## config.mk

```make
export PLATFORM = sky130hd
export DESIGN_NAME = ram31_burst_reader_flat
export DESIGN_NICKNAME = d
export VERILOG_FILES = /design/src/rtl/ram31_burst_reader_if.sv /design/src/rtl/ram31_burst_reader.sv /design/src/flat_wrapper.sv
export SDC_FILE = /design/constraint.sdc
export NUM_CORES = 1
export LEC_CHECK = 0
export ABC_AREA = 1
export ABC_CLOCK_PERIOD_IN_PS = 3350
export CORE_MARGIN = 5
export CORE_UTILIZATION = 30
export CTS_BUF_LIST = sky130_fd_sc_hd__clkbuf_2 sky130_fd_sc_hd__clkbuf_4 sky130_fd_sc_hd__clkbuf_8
export CTS_CLUSTER_SIZE = 12
export DETAILED_ROUTE_END_ITERATION = 10
export PLACE_DENSITY_LB_ADDON = 0.08
export SLEW_MARGIN = 20
export SYNTH_ARGS = -nofsm -noshare
export SYNTH_HDL_FRONTEND = slang
export SYNTH_SLANG_ARGS = --single-unit
```

## constraint.sdc

```tcl
create_clock -name mclk -period 3.35 [get_ports mclk]
set_input_delay 0.8375 -clock mclk [delete_from_list [all_inputs] [get_ports mclk]]
set_output_delay 0.8375 -clock mclk [all_outputs]
set_load 0.02 [all_outputs]
```

## src/rtl/ram31_burst_reader_if.sv

```systemverilog
`default_nettype none
// ============================================================================
// Module   : ram31_burst_reader_if
// Summary  : RAM read port plus valid/ready output stream of the 31Kx18 bank
//            burst reader. The master side is the reader; the slave side is
//            the RAM read port together with the stream consumer.
// Revision : 1.0 - initial release
// ============================================================================
interface ram31_burst_reader_if;
    logic [14:0] ram_addr;
    logic        ram_rd;
    logic [17:0] ram_rdata;
    logic        m_valid;
    logic        m_ready;
    logic [17:0] m_data;
    logic        m_last;

    modport master (
        output ram_addr, ram_rd, m_valid, m_data, m_last,
        input  ram_rdata, m_ready
    );

    modport slave (
        input  ram_addr, ram_rd, m_valid, m_data, m_last,
        output ram_rdata, m_ready
    );
endinterface
`default_nettype wire

```

## src/rtl/ram31_burst_reader.sv

```systemverilog
`default_nettype none
// ============================================================================
// Module   : ram31_burst_reader
// Summary  : Sequential burst reader for the 31Kx18 block-RAM bank. Issues
//            credit-limited reads, buffers returning words in a small FIFO
//            and presents them on a valid/ready stream with m_last.
// Options  : define RAM31_RD_CHKSUM_EN to add the chksum output (18-bit
//            running sum of words popped in the current burst).
// Revision : 1.0 - initial release
// ============================================================================
module ram31_burst_reader #(
    parameter int RD_LAT     = 1,
    parameter int FIFO_DEPTH = 4,
    parameter int ADDR_WORDS = 31744
) (
    input  logic        mclk,
    input  logic        rst_n,
    input  logic        start,
    input  logic [14:0] start_addr,
    input  logic [15:0] len,
    output logic        busy,
    output logic        done,
    output logic        err,
`ifdef RAM31_RD_CHKSUM_EN
    output logic [17:0] chksum,
`endif
    ram31_burst_reader_if.master bus
);

    localparam int              c_pw         = (FIFO_DEPTH > 1) ? $clog2(FIFO_DEPTH) : 1;
    localparam logic [16:0]     c_addr_words = 17'(ADDR_WORDS);
    localparam logic [14:0]     c_last_addr  = 15'(ADDR_WORDS - 1);
    localparam logic [15:0]     c_depth      = 16'(FIFO_DEPTH);
    localparam logic [c_pw-1:0] c_ptr_last   = c_pw'(FIFO_DEPTH - 1);
    localparam logic [c_pw-1:0] c_ptr_one    = c_pw'(1);

    typedef enum logic [1:0] {
        S_IDLE  = 2'd0,
        S_RUN   = 2'd1,
        S_DRAIN = 2'd2
    } state_t;

    state_t            r_state;
    logic [14:0]       r_cur;        // next address to issue
    logic [15:0]       r_remain;     // reads still to issue
    logic [15:0]       r_inflight;   // issued but not yet popped
    logic              r_rd;
    logic              r_rd_last;
    logic [14:0]       r_addr;
    logic              r_busy;
    logic              r_done;
    logic              r_err;
    logic [RD_LAT-1:0] r_pipe_vld;
    logic [RD_LAT-1:0] r_pipe_last;
    logic [18:0]       r_mem [FIFO_DEPTH];   // {last, data}
    logic [c_pw-1:0]   r_wp;
    logic [c_pw-1:0]   r_rp;
    logic [15:0]       r_fcount;

    logic              w_start_ok;
    logic              w_accept;
    logic              w_pop;
    logic              w_push;
    logic              w_credit;
    logic              w_issue;
    logic [18:0]       w_head;
    logic [14:0]       w_next_cur;
    logic [14:0]       w_start_next;

    assign w_start_ok   = (len != 16'd0) && ({1'b0, len} <= c_addr_words)
                          && ({2'b00, start_addr} < c_addr_words);
    assign w_accept     = (r_state == S_IDLE) && start && w_start_ok;
    assign w_pop        = (r_fcount != 16'd0) && bus.m_ready;
    assign w_push       = r_pipe_vld[RD_LAT-1];
    // A pop in this cycle frees a credit immediately, which is what keeps
    // one word per cycle flowing when the loop needs exactly RD_LAT+2 credits.
    assign w_credit     = (r_inflight < c_depth) || w_pop;
    // The first read goes out on the accepting edge so data can appear
    // RD_LAT+1 cycles after start.
    assign w_issue      = w_accept || ((r_state == S_RUN) && w_credit);
    assign w_head       = r_mem[r_rp];
    assign w_next_cur   = (r_cur == c_last_addr) ? 15'd0 : r_cur + 15'd1;
    assign w_start_next = (start_addr == c_last_addr) ? 15'd0 : start_addr + 15'd1;

    assign bus.ram_addr = r_addr;
    assign bus.ram_rd   = r_rd;
    assign bus.m_valid  = (r_fcount != 16'd0);
    assign bus.m_data   = w_head[17:0];
    assign bus.m_last   = (r_fcount != 16'd0) && w_head[18];
    assign busy         = r_busy;
    assign done         = r_done;
    assign err          = r_err;

    // Control FSM: request checking, read issue with address wrap, completion.
    always_ff @(posedge mclk or negedge rst_n) begin
        if (!rst_n) begin
            r_state   <= S_IDLE;
            r_cur     <= '0;
            r_remain  <= '0;
            r_rd      <= 1'b0;
            r_rd_last <= 1'b0;
            r_addr    <= '0;
            r_busy    <= 1'b0;
            r_done    <= 1'b0;
            r_err     <= 1'b0;
        end else begin
            r_done    <= 1'b0;
            r_rd      <= 1'b0;
            r_rd_last <= 1'b0;
            case (r_state)
                S_IDLE: begin
                    if (start) begin
                        if (w_start_ok) begin
                            r_err    <= 1'b0;
                            r_busy   <= 1'b1;
                            r_rd     <= 1'b1;
                            r_addr   <= start_addr;
                            r_cur    <= w_start_next;
                            r_remain <= len - 16'd1;
                            if (len == 16'd1) begin
                                r_rd_last <= 1'b1;
                                r_state   <= S_DRAIN;
                            end else begin
                                r_state   <= S_RUN;
                            end
                        end else begin
                            r_err  <= 1'b1;
                            r_done <= 1'b1;
                        end
                    end
                end
                S_RUN: begin
                    if (w_credit && (r_remain != 16'd0)) begin
                        r_rd     <= 1'b1;
                        r_addr   <= r_cur;
                        r_cur    <= w_next_cur;
                        r_remain <= r_remain - 16'd1;
                        if (r_remain == 16'd1) begin
                            r_rd_last <= 1'b1;
                            r_state   <= S_DRAIN;
                        end
                    end
                end
                S_DRAIN: begin
                    if (w_pop && w_head[18]) begin
                        r_done  <= 1'b1;
                        r_busy  <= 1'b0;
                        r_state <= S_IDLE;
                    end
                end
                default: r_state <= S_IDLE;
            endcase
        end
    end

    // Credit counter: reads in flight plus words waiting in the FIFO.
    always_ff @(posedge mclk or negedge rst_n) begin
        if (!rst_n) begin
            r_inflight <= '0;
        end else if (w_issue && !w_pop) begin
            r_inflight <= r_inflight + 16'd1;
        end else if (!w_issue && w_pop) begin
            r_inflight <= r_inflight - 16'd1;
        end
    end

    // Read-latency tracker: a valid bit leaving the last stage marks ram_rdata.
    always_ff @(posedge mclk or negedge rst_n) begin
        if (!rst_n) begin
            r_pipe_vld  <= '0;
            r_pipe_last <= '0;
        end else begin
            r_pipe_vld[0]  <= r_rd;
            r_pipe_last[0] <= r_rd_last;
            for (int i = 1; i < RD_LAT; i++) begin
                r_pipe_vld[i]  <= r_pipe_vld[i-1];
                r_pipe_last[i] <= r_pipe_last[i-1];
            end
        end
    end

    // Output FIFO: storage, pointers and occupancy.
    always_ff @(posedge mclk or negedge rst_n) begin
        if (!rst_n) begin
            for (int i = 0; i < FIFO_DEPTH; i++) begin
                r_mem[i] <= '0;
            end
            r_wp     <= '0;
            r_rp     <= '0;
            r_fcount <= '0;
        end else begin
            if (w_push) begin
                r_mem[r_wp] <= {r_pipe_last[RD_LAT-1], bus.ram_rdata};
                r_wp        <= (r_wp == c_ptr_last) ? '0 : r_wp + c_ptr_one;
            end
            if (w_pop) begin
                r_rp <= (r_rp == c_ptr_last) ? '0 : r_rp + c_ptr_one;
            end
            if (w_push && !w_pop) begin
                r_fcount <= r_fcount + 16'd1;
            end else if (!w_push && w_pop) begin
                r_fcount <= r_fcount - 16'd1;
            end
        end
    end

    a_fifo_no_overflow: assert property (@(posedge mclk) disable iff (!rst_n)
        !(w_push && !w_pop && (r_fcount == c_depth)));

`ifdef RAM31_RD_CHKSUM_EN
    logic [17:0] r_chksum;
    assign chksum = r_chksum;

    // Running sum of popped words, restarted by each accepted request.
    always_ff @(posedge mclk or negedge rst_n) begin
        if (!rst_n) begin
            r_chksum <= '0;
        end else if (w_accept) begin
            r_chksum <= '0;
        end else if (w_pop) begin
            r_chksum <= r_chksum + w_head[17:0];
        end
    end
`endif

endmodule
`default_nettype wire

```

## src/flat_wrapper.sv

```systemverilog
// flat-port wrapper written by rule: the top's interface ports become plain ports
module ram31_burst_reader_flat 
#(
    parameter int RD_LAT     = 1,
    parameter int FIFO_DEPTH = 4,
    parameter int ADDR_WORDS = 31744
)
  (mclk, rst_n, start, start_addr, len, busy, done, err, bus_ram_addr, bus_ram_rd, bus_m_valid, bus_m_data, bus_m_last, bus_ram_rdata, bus_m_ready);
  ram31_burst_reader_if bus_i ();
  input  logic mclk;
  input  logic rst_n;
  input  logic start;
  input  logic [14:0] start_addr;
  input  logic [15:0] len;
  output logic busy;
  output logic done;
  output logic err;
  output wire logic [$bits(bus_i.ram_addr)-1:0] bus_ram_addr;
  output wire logic [$bits(bus_i.ram_rd)-1:0] bus_ram_rd;
  output wire logic [$bits(bus_i.m_valid)-1:0] bus_m_valid;
  output wire logic [$bits(bus_i.m_data)-1:0] bus_m_data;
  output wire logic [$bits(bus_i.m_last)-1:0] bus_m_last;
  input wire logic [$bits(bus_i.ram_rdata)-1:0] bus_ram_rdata;
  input wire logic [$bits(bus_i.m_ready)-1:0] bus_m_ready;
  assign bus_ram_addr = bus_i.ram_addr;
  assign bus_ram_rd = bus_i.ram_rd;
  assign bus_m_valid = bus_i.m_valid;
  assign bus_m_data = bus_i.m_data;
  assign bus_m_last = bus_i.m_last;
  assign bus_i.ram_rdata = bus_ram_rdata;
  assign bus_i.m_ready = bus_m_ready;
  ram31_burst_reader #(.RD_LAT(RD_LAT), .FIFO_DEPTH(FIFO_DEPTH), .ADDR_WORDS(ADDR_WORDS)) u_core (.mclk(mclk), .rst_n(rst_n), .start(start), .start_addr(start_addr), .len(len), .busy(busy), .done(done), .err(err), .bus(bus_i));
endmodule
```

placement.png
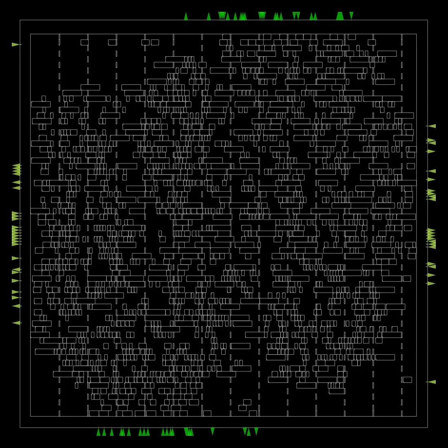
Seq cells: 167
fill cell count: 3742
Non-Filler Instances: 2123

layer_met1.png
Supply wires on this layer in grey.
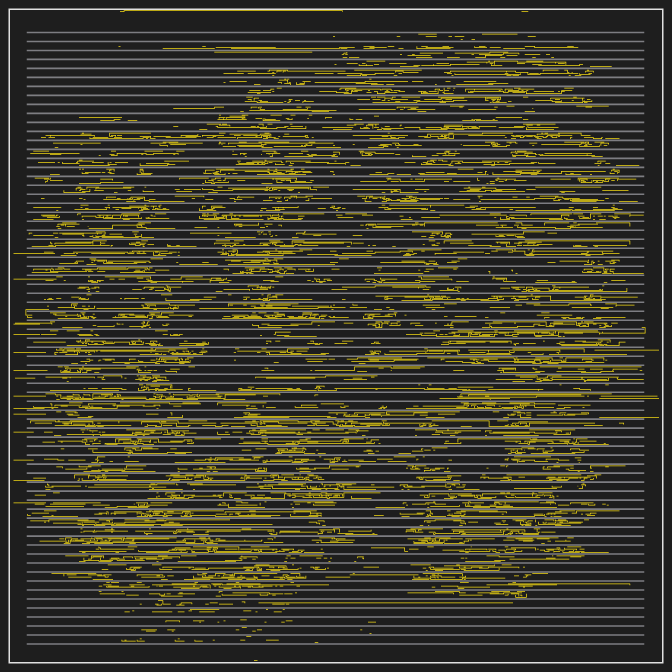
longest straight run = 76.8 um
share of all routed wire = 47%
routing usage on met1: 21.90%
Detailed Route WL: 31.57 mm
Vias: 10067

==> reports/results.ini <==
[worst_setup_path]
crit_family=buffers and inverters
end_kind=output port
r2r_slack_ns=0.34
path_class=reg -> out
rr_worst_depth=21
worstReg2RegEnd=u_core.r_inflight[14]
cp_slowest_stage_delay_ns=0.68
path_max_fanout=13
path_buffers=3
startpoint_type=register
path_cells=clkinvlp_4, buf_4, o21ai_0, o22ai_1, clkdlybuf4s50_1
crit_arrival_ns=2.36
r2r-start=u_core.r_fcount[6]
crit_required_ns=2.51
cp_slowest_cell=clkdlybuf4s50_1

[synthesis]
largest_area_cell=dfrtp_1
edf_count=0
synth-seq-cells=167
yosysMostFrequentCell=nand2_1
synthTopCellsByCount=432 x nand2_1, 183 x o21ai_0, 167 x dfrtp_1
ff_type=dfrtp_1
synth_cell_types=43
ys_area_mm2=0.01051
ys_cells=1479
top_cells_by_area=dfrtp_1 40%, nand2_1 15%, o21ai_0 8.7%
synth_cells=1479
fp_nets=1577
synth_area_mm2=0.01051
avgSynthCellArea_um2=7.107
seq_area_frac_synth_pct=39.76
synth.top_cell.area_share_pct=39.76
async_flop_share_pct=100.0
yosysWarnings=0

[grt]
met2_usage_pct=28.27
antenna_found_initial=0
grt_pass1_wl_mm=52.15
overflow=0
grt_max_degree=63
grt_busiest_layer=met2
grt_use_met3_pct=2.729
grt_pass1_vias=10106

[worst_hold_path]
hold_path_class=in -> async

[timing]
timing.final.hold_violations=0
setup_viol_count_final=0
setup_tns_ns=0
min_period_over_period_pct=95.38
slew_headroom_pct=53.50
slew_violations=0
layout_setup_ws_ns=0.1548
skew_ns=0.01721
min_period_ns=3.195
worst_slew_pin_slew_ns=0.6950
holdWs_ns=0.3287
fmax_mhz=313.0

[floorplanning]
die_h_um=197.2
rows=68
tapCellCount=455
die_area_mm2=0.03888
fp_util_pct=30.43
fp.coreArea_mm2=0.03454
ios=92
die_w_um=197.2

[detailed_routing]
wl_met1_mm=14.97
drc=0
viasPerCell=4.742
drtIter0Drc=500
wl_met2_mm=15.31
maxUsedRoutingLayer=met4
wl_met3_um=952
first_pass_iters=5
detail-route-antenna-nets=0

[layout]
largest_reg_flops=76
largest_class=multi-input combinational cells
clkCellAreaFrac_pct=3.386
syn_to_final_growth_pct=27.95
seqAreaFraction_pct=31.07
inverters=124
num_antenna_cells=0
n_all_buffers=211
buffer_area_share_pct=14.15
clkbuf_count=18
regMostFlops=u_core.r_mem
comb_area_share_pct=43.51
post-route-cell-area_mm2=0.01345
drive_above_1_share_pct=14.03
seq_area_mm2=0.004179
fin_util_pct=38.93
comb_area_mm2=0.005852
final_nets=1753
num-multi-input-gates=1134

[pwr]
power_frac_clock_pct=13.1
power_leakage_nw=6.487
powerDensity_mw_per_mm2=971.4
power.total_mw=13.07
vdd_drop_max_uv=424.9
p_sw_mw=5.920
swShare_pct=45.31
intPower_mw=7.145
combPwrFrac_pct=58.3
seq_power_share_pct=28.6

[run_status]
status=complete, no violations

[clock_tree]
clkLatencyLatePin_ns=0.47
post_cts_resized=11
cts.sinks=167
numCtsBuffers=17
cts_tree=done
cts-root-buf=clkbuf_8
cts_hold_buf=0
clk_path_buf_depth=2
post-cts-setup-buffers=0
clk_transition_reported_paths_ns=0.10
htreeDepth=4

[placement]
gp_congestion=0.8321
place_area_mm2=0.01275
post-dp-hpwl_mm=22.69
pre_cts_slack_ns=-0.5725
dpl.cell_count=2085
port-buffer-count=91

[run]
tool_warnings=34
maxCapViolations=0

metal_density.png
39 x 39 tiles, from black (low) to pale yellow (high), scaled to the fullest tile. Values are wire area over tile area, all layers added.
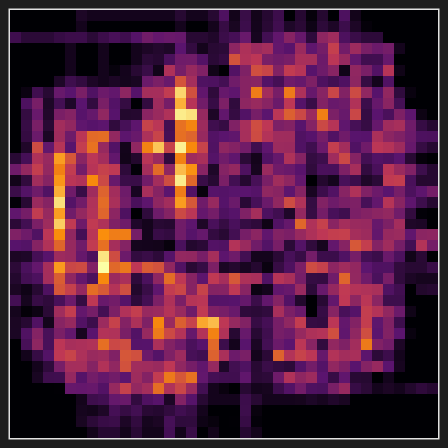
nearly empty tiles = 16%
tiles over half the peak = 10%
mean over tiles = 0.12
densest ninth of the die = west
GRT Util Overall: 16.37%
drt wl/cell: 14.87 um

[cell families after synthesis]
logic type | count (synthesis) | synth area share (%)
AND/OR/NAND/NOR | 782 | 31.02
AND-OR/OR-AND | 276 | 14.08
buffers and inverters | 178 | 7.058
flip-flops | 167 | 39.76
adder cells (fa/ha/maj) | 45 | 5.499
XOR/XNOR | 31 | 2.583
[worst max path at each step]
stage / startpoint / to / slack, ns / depth (start not counted)
finish: u_core.r_rp[0] / bus_m_data[9] / 0.15 / 5
global route: u_core.r_rp[1] / bus_m_last / -0.01 / 6
CTS: len[0] / u_core.r_inflight[7] / 0.0004 / 20
detailed placement: len[0] / u_core.r_inflight[10] / -0.57 / 19
global placement: len[0] / u_core.r_inflight[9] / -0.55 / 19
floorplan: len[1] / u_core.r_inflight[15] / -0.001 / 23
[cell usage in the layout (no fill, tap or decap), types with 7 or more instances in the layout]
cell	synthesis	final
or2_2	9	9
clkdlybuf4s50_1	0	79
nand2_1	432	425
ha_1	43	31
o21ai_1	8	9
o22ai_1	19	19
nor2_2	3	13
o21ai_2	3	7
a21oi_1	37	31
inv_2	4	8
inv_1	118	112
buf_4	0	115
nand3_1	128	125
xnor2_1	13	13
o21ai_0	183	178
nand2_2	6	12
xor2_1	18	18
dlymetal6s2s_1	0	11
nand4_1	14	14
ha_4	0	12
nand3b_1	7	7
nor3_1	15	14
clkbuf_8	0	18
dfrtp_1	167	167
nor2_1	161	151
[power groups by stage]
stage | sequential [mW] | combinational [mW] | clock, mW
after floorplan | 3.68 | 4.72 | 0
after global placement | 3.75 | 7.44 | 0
after detailed placement | 3.75 | 7.47 | 0
after CTS | 3.72 | 7.55 | 1.79
after global routing | 3.89 | 8.68 | 1.87
final | 3.73 | 7.62 | 1.71
